==> src/rtl/hub_shift_pkg.sv <==
// Shared types, default geometry and helpers for the pipelined HUB mantissa shifter.
package hub_shift_pkg;

   localparam int unsigned M_DEF      = 23;
   localparam int unsigned E_DEF      = 8;
   localparam int unsigned X_DEF      = 7;
   localparam int unsigned STAGES_DEF = 2;

   localparam int unsigned W                = M_DEF + X_DEF;
   localparam int unsigned L                = $clog2(W);
   localparam int unsigned LEVELS_PER_STAGE = (L + STAGES_DEF - 1) / STAGES_DEF;

   typedef enum logic [1:0] {
      SH_LEFT   = 2'b00,
      SH_RLOG   = 2'b01,
      SH_RARITH = 2'b10
   } shift_mode_t;

   // Clamp a shift distance to the word width; a shift by exactly width
   // pushes every original bit out, which is the saturated result.
   function automatic int unsigned sat_shift_amount(input int unsigned amt,
                                                    input int unsigned width);
      return (amt >= width) ? width : amt;
   endfunction

   // The reserved encoding 2'b11 behaves as a logical right shift.
   function automatic shift_mode_t decode_mode(input logic [1:0] m);
      shift_mode_t r;
      case (m)
         2'b00:   r = SH_LEFT;
         2'b10:   r = SH_RARITH;
         default: r = SH_RLOG;
      endcase
      return r;
   endfunction

endpackage

==> src/rtl/hub_shift_stage.sv <==
// One pipeline stage: a run of power-of-two shift levels (optionally followed by
// the saturation level) and the register that closes the stage.
module hub_shift_stage
   import hub_shift_pkg::*;
#(
   parameter int unsigned WIDTH = W,
   parameter int unsigned AW    = L + 1,
   parameter int unsigned BASE  = 0,
   parameter int unsigned NLEV  = 1,
   parameter bit          SAT   = 1'b0
) (
   input  logic             clk,
   input  logic             rst,
   input  logic             adv_i,
   input  logic             valid_i,
   input  logic [WIDTH-1:0] data_i,
   input  logic [AW-1:0]    amt_i,
   input  shift_mode_t      mode_i,
   input  logic             sticky_i,
   output logic             valid_o,
   output logic [WIDTH-1:0] data_o,
   output logic [AW-1:0]    amt_o,
   output shift_mode_t      mode_o,
   output logic             sticky_o
);

   logic [WIDTH-1:0] data_d;
   logic             sticky_d;
   logic [AW-1:0]    amt_sh;

   logic             valid_q;
   logic [WIDTH-1:0] data_q;
   logic [AW-1:0]    amt_q;
   shift_mode_t      mode_q;
   logic             sticky_q;

   // Shift through this stage's levels, collecting every bit that leaves the word.
   always_comb begin
      data_d   = data_i;
      sticky_d = sticky_i;
      amt_sh   = '0;
      for (int k = 0; k < int'(NLEV); k++) begin
         amt_sh = amt_i >> (int'(BASE) + k);
         if (amt_sh[0]) begin
            if (mode_i == SH_LEFT) begin
               sticky_d = sticky_d | (|(data_d & ~({WIDTH{1'b1}} >> (1 << (int'(BASE) + k)))));
               data_d   = data_d << (1 << (int'(BASE) + k));
            end else begin
               // Amounts are clamped to WIDTH, so only original bits ever leave here.
               sticky_d = sticky_d | (|(data_d & ~({WIDTH{1'b1}} << (1 << (int'(BASE) + k)))));
               if (mode_i == SH_RARITH) begin
                  data_d = WIDTH'($signed(data_d) >>> (1 << (int'(BASE) + k)));
               end else begin
                  data_d = data_d >> (1 << (int'(BASE) + k));
               end
            end
         end
      end
      // Saturation level: only reachable when WIDTH is a power of two.
      if (SAT && amt_i[AW-1]) begin
         sticky_d = sticky_d | (|data_d);
         data_d   = (mode_i == SH_RARITH) ? {WIDTH{data_d[WIDTH-1]}} : '0;
      end
   end

   // Stage register; moves only when the whole pipeline advances.
   always_ff @(posedge clk) begin
      if (rst) begin
         valid_q  <= 1'b0;
         data_q   <= '0;
         amt_q    <= '0;
         mode_q   <= SH_LEFT;
         sticky_q <= 1'b0;
      end else if (adv_i) begin
         valid_q  <= valid_i;
         data_q   <= data_d;
         amt_q    <= amt_i;
         mode_q   <= mode_i;
         sticky_q <= sticky_d;
      end
   end

   assign valid_o  = valid_q;
   assign data_o   = data_q;
   assign amt_o    = amt_q;
   assign mode_o   = mode_q;
   assign sticky_o = sticky_q;

endmodule

==> src/rtl/hub_shift_pipe.sv <==
// Pipelined left / logical-right / arithmetic-right mantissa shifter with sticky
// collection, saturating shift amounts and a valid/ready handshake.
module hub_shift_pipe
   import hub_shift_pkg::*;
#(
   parameter int unsigned M                   = M_DEF,
   parameter int unsigned E                   = E_DEF,
   parameter int unsigned extra_bits_mantissa = X_DEF,
   parameter int unsigned STAGES              = STAGES_DEF
) (
   input  logic                               clk,
   input  logic                               rst,
   input  logic                               in_valid,
   output logic                               in_ready,
   input  logic [M+extra_bits_mantissa-1:0]   number_input,
   input  logic [E:0]                         shift_amount,
   input  logic [1:0]                         mode,
   output logic                               out_valid,
   input  logic                               out_ready,
   output logic [M+extra_bits_mantissa-1:0]   number_output,
   output logic                               sticky
);

   localparam int unsigned WIDTH = M + extra_bits_mantissa;
   localparam int unsigned LVL   = $clog2(WIDTH);
   localparam int unsigned AW    = LVL + 1;
   localparam int unsigned LPS   = (LVL + STAGES - 1) / STAGES;

   logic             adv;
   logic             valid_w  [STAGES+1];
   logic [WIDTH-1:0] data_w   [STAGES+1];
   logic [AW-1:0]    amt_w    [STAGES+1];
   shift_mode_t      mode_w   [STAGES+1];
   logic             sticky_w [STAGES+1];

   // Whole pipeline moves together whenever the output slot is free or drains.
   assign adv      = out_ready | ~out_valid;
   assign in_ready = adv;

   assign valid_w[0]  = in_valid;
   assign data_w[0]   = number_input;
   assign amt_w[0]    = AW'(sat_shift_amount(32'(shift_amount), WIDTH));
   assign mode_w[0]   = decode_mode(mode);
   assign sticky_w[0] = 1'b0;

   for (genvar s = 0; s < int'(STAGES); s++) begin : g_stage
      localparam int unsigned BASE_RAW = s * LPS;
      localparam int unsigned BASE     = (BASE_RAW < LVL) ? BASE_RAW : LVL;
      localparam int unsigned REM      = LVL - BASE;
      localparam int unsigned NLEV     = (s == int'(STAGES) - 1) ? REM
                                         : ((REM < LPS) ? REM : LPS);

      hub_shift_stage #(
         .WIDTH (WIDTH),
         .AW    (AW),
         .BASE  (BASE),
         .NLEV  (NLEV),
         .SAT   (s == int'(STAGES) - 1)
      ) u_stage (
         .clk      (clk),
         .rst      (rst),
         .adv_i    (adv),
         .valid_i  (valid_w[s]),
         .data_i   (data_w[s]),
         .amt_i    (amt_w[s]),
         .mode_i   (mode_w[s]),
         .sticky_i (sticky_w[s]),
         .valid_o  (valid_w[s+1]),
         .data_o   (data_w[s+1]),
         .amt_o    (amt_w[s+1]),
         .mode_o   (mode_w[s+1]),
         .sticky_o (sticky_w[s+1])
      );
   end

   assign out_valid     = valid_w[STAGES];
   assign number_output = data_w[STAGES];
   assign sticky        = sticky_w[STAGES];

endmodule

==> config.mk <==
export PLATFORM = sky130hd
export DESIGN_NAME = hub_shift_pipe
export DESIGN_NICKNAME = d
export VERILOG_FILES = /design/src/rtl/hub_shift_pkg.sv /design/src/rtl/hub_shift_stage.sv /design/src/rtl/hub_shift_pipe.sv
export SDC_FILE = /design/constraint.sdc
export NUM_CORES = 1
export LEC_CHECK = 0
export ABC_AREA = 1
export CAP_MARGIN = 20
export CORE_ASPECT_RATIO = 0.6
export CORE_MARGIN = 8
export CORE_UTILIZATION = 30
export CTS_CLUSTER_SIZE = 8
export DETAILED_ROUTE_END_ITERATION = 10
export REMOVE_ABC_BUFFERS = 1
export SLEW_MARGIN = 10
export SYNTH_ARGS = -nofsm -noshare
export SYNTH_HDL_FRONTEND = slang
export SYNTH_HIERARCHICAL = 1
export SYNTH_SLANG_ARGS = --single-unit
==> constraint.sdc <==
create_clock -name clk -period 1.8 [get_ports clk]
set_input_delay 0.36 -clock clk [delete_from_list [all_inputs] [get_ports clk]]
set_output_delay 0.36 -clock clk [all_outputs]
set_load 0.005 [all_outputs]
==> flow.log <==
[flow] final metrics
[metrics] reported leakage power: 4.69 nW
[metrics] average wire per cell in the routed design: 17.8 microns
[metrics] Crit path required time: 2.02 ns
[metrics] highest clock frequency the design can meet: 518 MHz
[metrics] maximum net fanout on the critical path: 7
[metrics] clock transition time at the flip-flop clock pins of the worst setup and hold paths: 0.06 ns
[metrics] buffers added on ports: 77
[metrics] total CTS buffers: 9
[metrics] final critical-path required period: 1.93 ns
[metrics] via-per-instance ratio: 5.25
[metrics] Bufs and invs on worst path: 3
[metrics] root buffer cell: sky130_fd_sc_hd__clkbuf_16
[metrics] crit path max-delay cell type: sky130_fd_sc_hd__dfxtp_4
[metrics] CTS H-tree depth: 3
[metrics] Mapped Cells: 1084
[metrics] Tcrit/Tclk final: 1.07
[metrics] Final Hold Fails: 0
[metrics] number of warnings printed during yosys synthesis: 6
[metrics] final estimated routing congestion in global placement: 0.936
[metrics] half-perimeter wire length after detailed placement: 19600 microns
[metrics] CTS tree: built
[metrics] kind of path behind the tightest hold check: input pin to flop
[metrics] unrepaired setup endpoints after global routing: yes
[metrics] GRT busiest layer: met1
[metrics] NumNets Final: 1337
[metrics] worst setup margin: -0.132 ns
[metrics] overall routed net length: 27900 microns
[metrics] starting utilization of the core area: 0.306
[metrics] design area: 10200 sq um
[metrics] top cell family by delay on the critical path: simple AND/OR/NAND/NOR gates
[metrics] first-pass detailed-route iteration total: 5
[metrics] area delta synth->final: 65.6%
[metrics] buffer depth of the longest clock path: 2
[metrics] number of logged tool warnings: 27
[metrics] count of final max-slew check failures: 0
[metrics] commonest cells after routing, fill and taps aside: sky130_fd_sc_hd__nand2_1, sky130_fd_sc_hd__buf_4, sky130_fd_sc_hd__nand3_1
[metrics] total grt overflow: 0
[metrics] number of DRC violations after detailed-routing iteration 0: 782
[metrics] # clock sinks: 69
[metrics] first-pass GRT wire length: 41300 microns
[metrics] ANT nets after route: 0
[metrics] startpoint type of the worst setup path: flop
[metrics] FP Rows: 40
[metrics] Hold Slack: 0.484 ns
[metrics] final routed DRC violation total: 0
[metrics] number of top-level design ports: 78
[metrics] CP peak stage delay: 0.36 ns
[metrics] result of the run: finished with violations
[metrics] cells along the critical path: nor2_4 > buf_12 > buf_16 > buf_6 > o211ai_1 > nand3_1 > nand3_1 > nor2_1 > nand2_1 > nor2_1 > nand2_1 > nand2_2 > a21oi_2
[metrics] Worst EP arrival: 2.16 ns
[metrics] largest net degree at the start of global routing: 33
[metrics] vias in the first global route: 7459
[metrics] Final setup viols: 9
[metrics] leading cell type in the layout, fill and taps excluded: sky130_fd_sc_hd__nand2_1
[metrics] met2 layer usage reported by global route: 0.254
[metrics] synthesized area per cell: 5.67 sq um
[metrics] power per cell area: 592 nW/um^2
[metrics] cell area after synthesis: 6150 sq um
[metrics] met1 routing resource usage after global routing: 0.321
[metrics] max_cap viols: 0
[metrics] setup TNS: -0.334 ns
[metrics] Antenna Cells: 0
[metrics] initial antenna violation count: 0
[metrics] instance area after placement: 8220 sq um
[metrics] GR met3 Demand/Resource: 0.0539
[metrics] share of layout cells above drive strength 1: 0.383
[metrics] vias: 8242
[metrics] Crit Path Category: flop to flop
[metrics] global-route usage over all layers: 0.200
[metrics] violated checks: setup timing
[metrics] hold-fix buffer count after cts: 0
[metrics] nature of the critical path endpoint: flop
==> repair_timing <==
action | in CTS | in global routing
resized | 131 | 252
setup buffers | 13 | 14
pin swaps | 34 | 115
endpoints found under the setup margin | 46 | 39
gates cloned | 5 | 6
==> through the flow <==
stage / cells / total power [mW] / setup WS [ns] / util
6_report: 1570 / 6.02 / -0.132 / 0.507
5_1_grt: 1570 / 6.33 / -0.222 / 0.507
4_1_cts: 1555 / 5.65 / -0.0524 / 0.452
3_5_place_dp: 1521 / 3.69 / -0.740 / 0.409
3_3_place_gp: 1521 / 3.69 / -0.803 / 0.409
2_1_floorplan: 1014 / 2.72 / -1.15 / -
==> final cells by class <==
class	count	area (sq um)
inverter	88	347
timing repair buffer	266	2660
tap	273	342
clock buffer	12	246
clock inverter	4	47.5
multi-input combinational	858	5150
fill	2006	9890
sequential	69	1390
==> where the power goes <==
part	switching [mW]	leakage, nW	internal (mW)
clock network	0.688	0.143	1.11
registers	0.123	0.569	1.65
logic	1.35	3.98	1.11
total	2.16	4.69	3.86
==> state kept, by name, summed over array words and instances, names as in the netlist <==
| signal | count |
|---|---|
| g_stage.u_stage/sticky_o | 2 |
| g_stage.u_stage/data_o | 60 |
| g_stage.u_stage/valid_o | 2 |
| g_stage.u_stage/amt_o | 3 |
| g_stage.u_stage/mode_o | 2 |
==> tightest hold or removal path, cell delays in order <==
cell and delay [ns]:
sky130_fd_sc_hd__buf_2 0.10, sky130_fd_sc_hd__buf_4 0.10, sky130_fd_sc_hd__nand3b_1 0.10, sky130_fd_sc_hd__nor2_1 0.05, sky130_fd_sc_hd__nor2_1 0.08
==> per-layer routing <==
layer | wire length [microns] | vias up
li1 | - | 3986
met1 | 14100 | 3877
met2 | 10400 | 359
met3 | 3220 | 20
met4 | 149 | 0
met5 | 0 | -
==> worst paths after layout <==
path / cells past startpoint / to / slack [ns] / start
max: 13 / g_stage[1].u_stage/sticky_o / -0.13 / g_stage[0].u_stage/mode_o[1]
min: 5 / g_stage[0].u_stage/amt_o[3] / 0.48 / shift_amount[3]
max reg2reg: 13 / g_stage[1].u_stage/sticky_o / -0.13 / g_stage[0].u_stage/mode_o[1]
min reg2reg: 2 / g_stage[1].u_stage/valid_o / 0.50 / g_stage[0].u_stage/valid_o
### Hierarchy map

Other cells in gray.
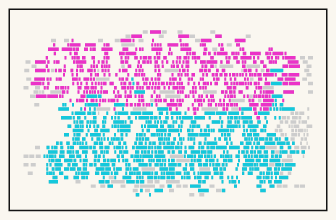
Key: magenta = g_stage[1].u_stage [cells 540]; cyan = g_stage[0].u_stage [cells 611]
Another 146 cells are not colored.
die area: 25500 sq um
utilization after layout: 0.507
count of placed standard cells in the final layout, fillers left out: 1570

### Clock distribution

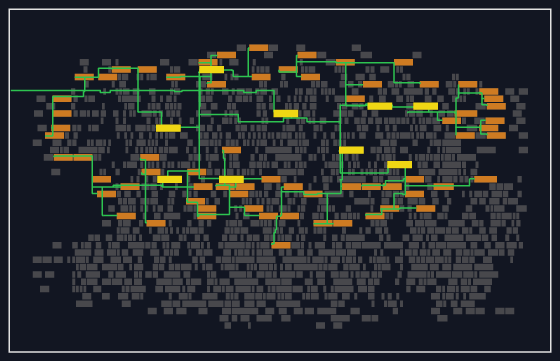
Key: orange = flip-flops [count 69]; yellow = clock-net drivers [count 9]; green = clock wires [length 1080 microns]
There are 10 routed clock nets.
Final Skew: 0.00722 ns
insertion delay of the later-clocked pin in the worst-skew pair: 0.34 ns
clock group power: 1.79 mW

### Floorplan with the power grid

Pins as bars on the die edge. Tap cells in gray.
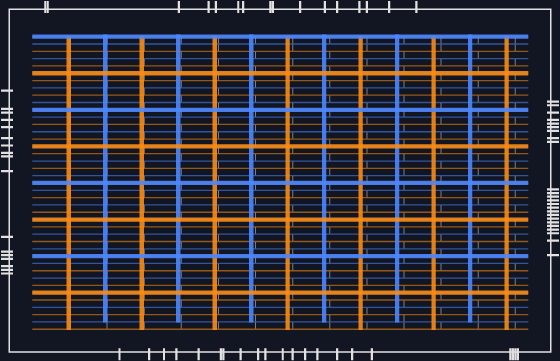
Key: blue = VDD; orange = VSS
8 straps on met5. 273 tap cells. 41 met1 rails follow the rows. The core has 40 rows. 78 signal pins sit on the boundary.
width of the die: 201 microns
placeable core area: 20100 sq um
die extent in y: 127 microns
maximum vdd ir drop: 437 uV

### Cell placement

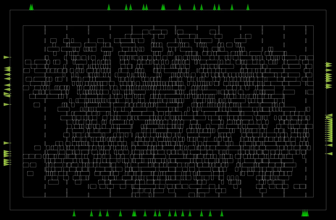
fillers: 2006
register fraction of the total cell area: 0.137

Power figures rest on the tool's default switching activity, not on a simulated workload.
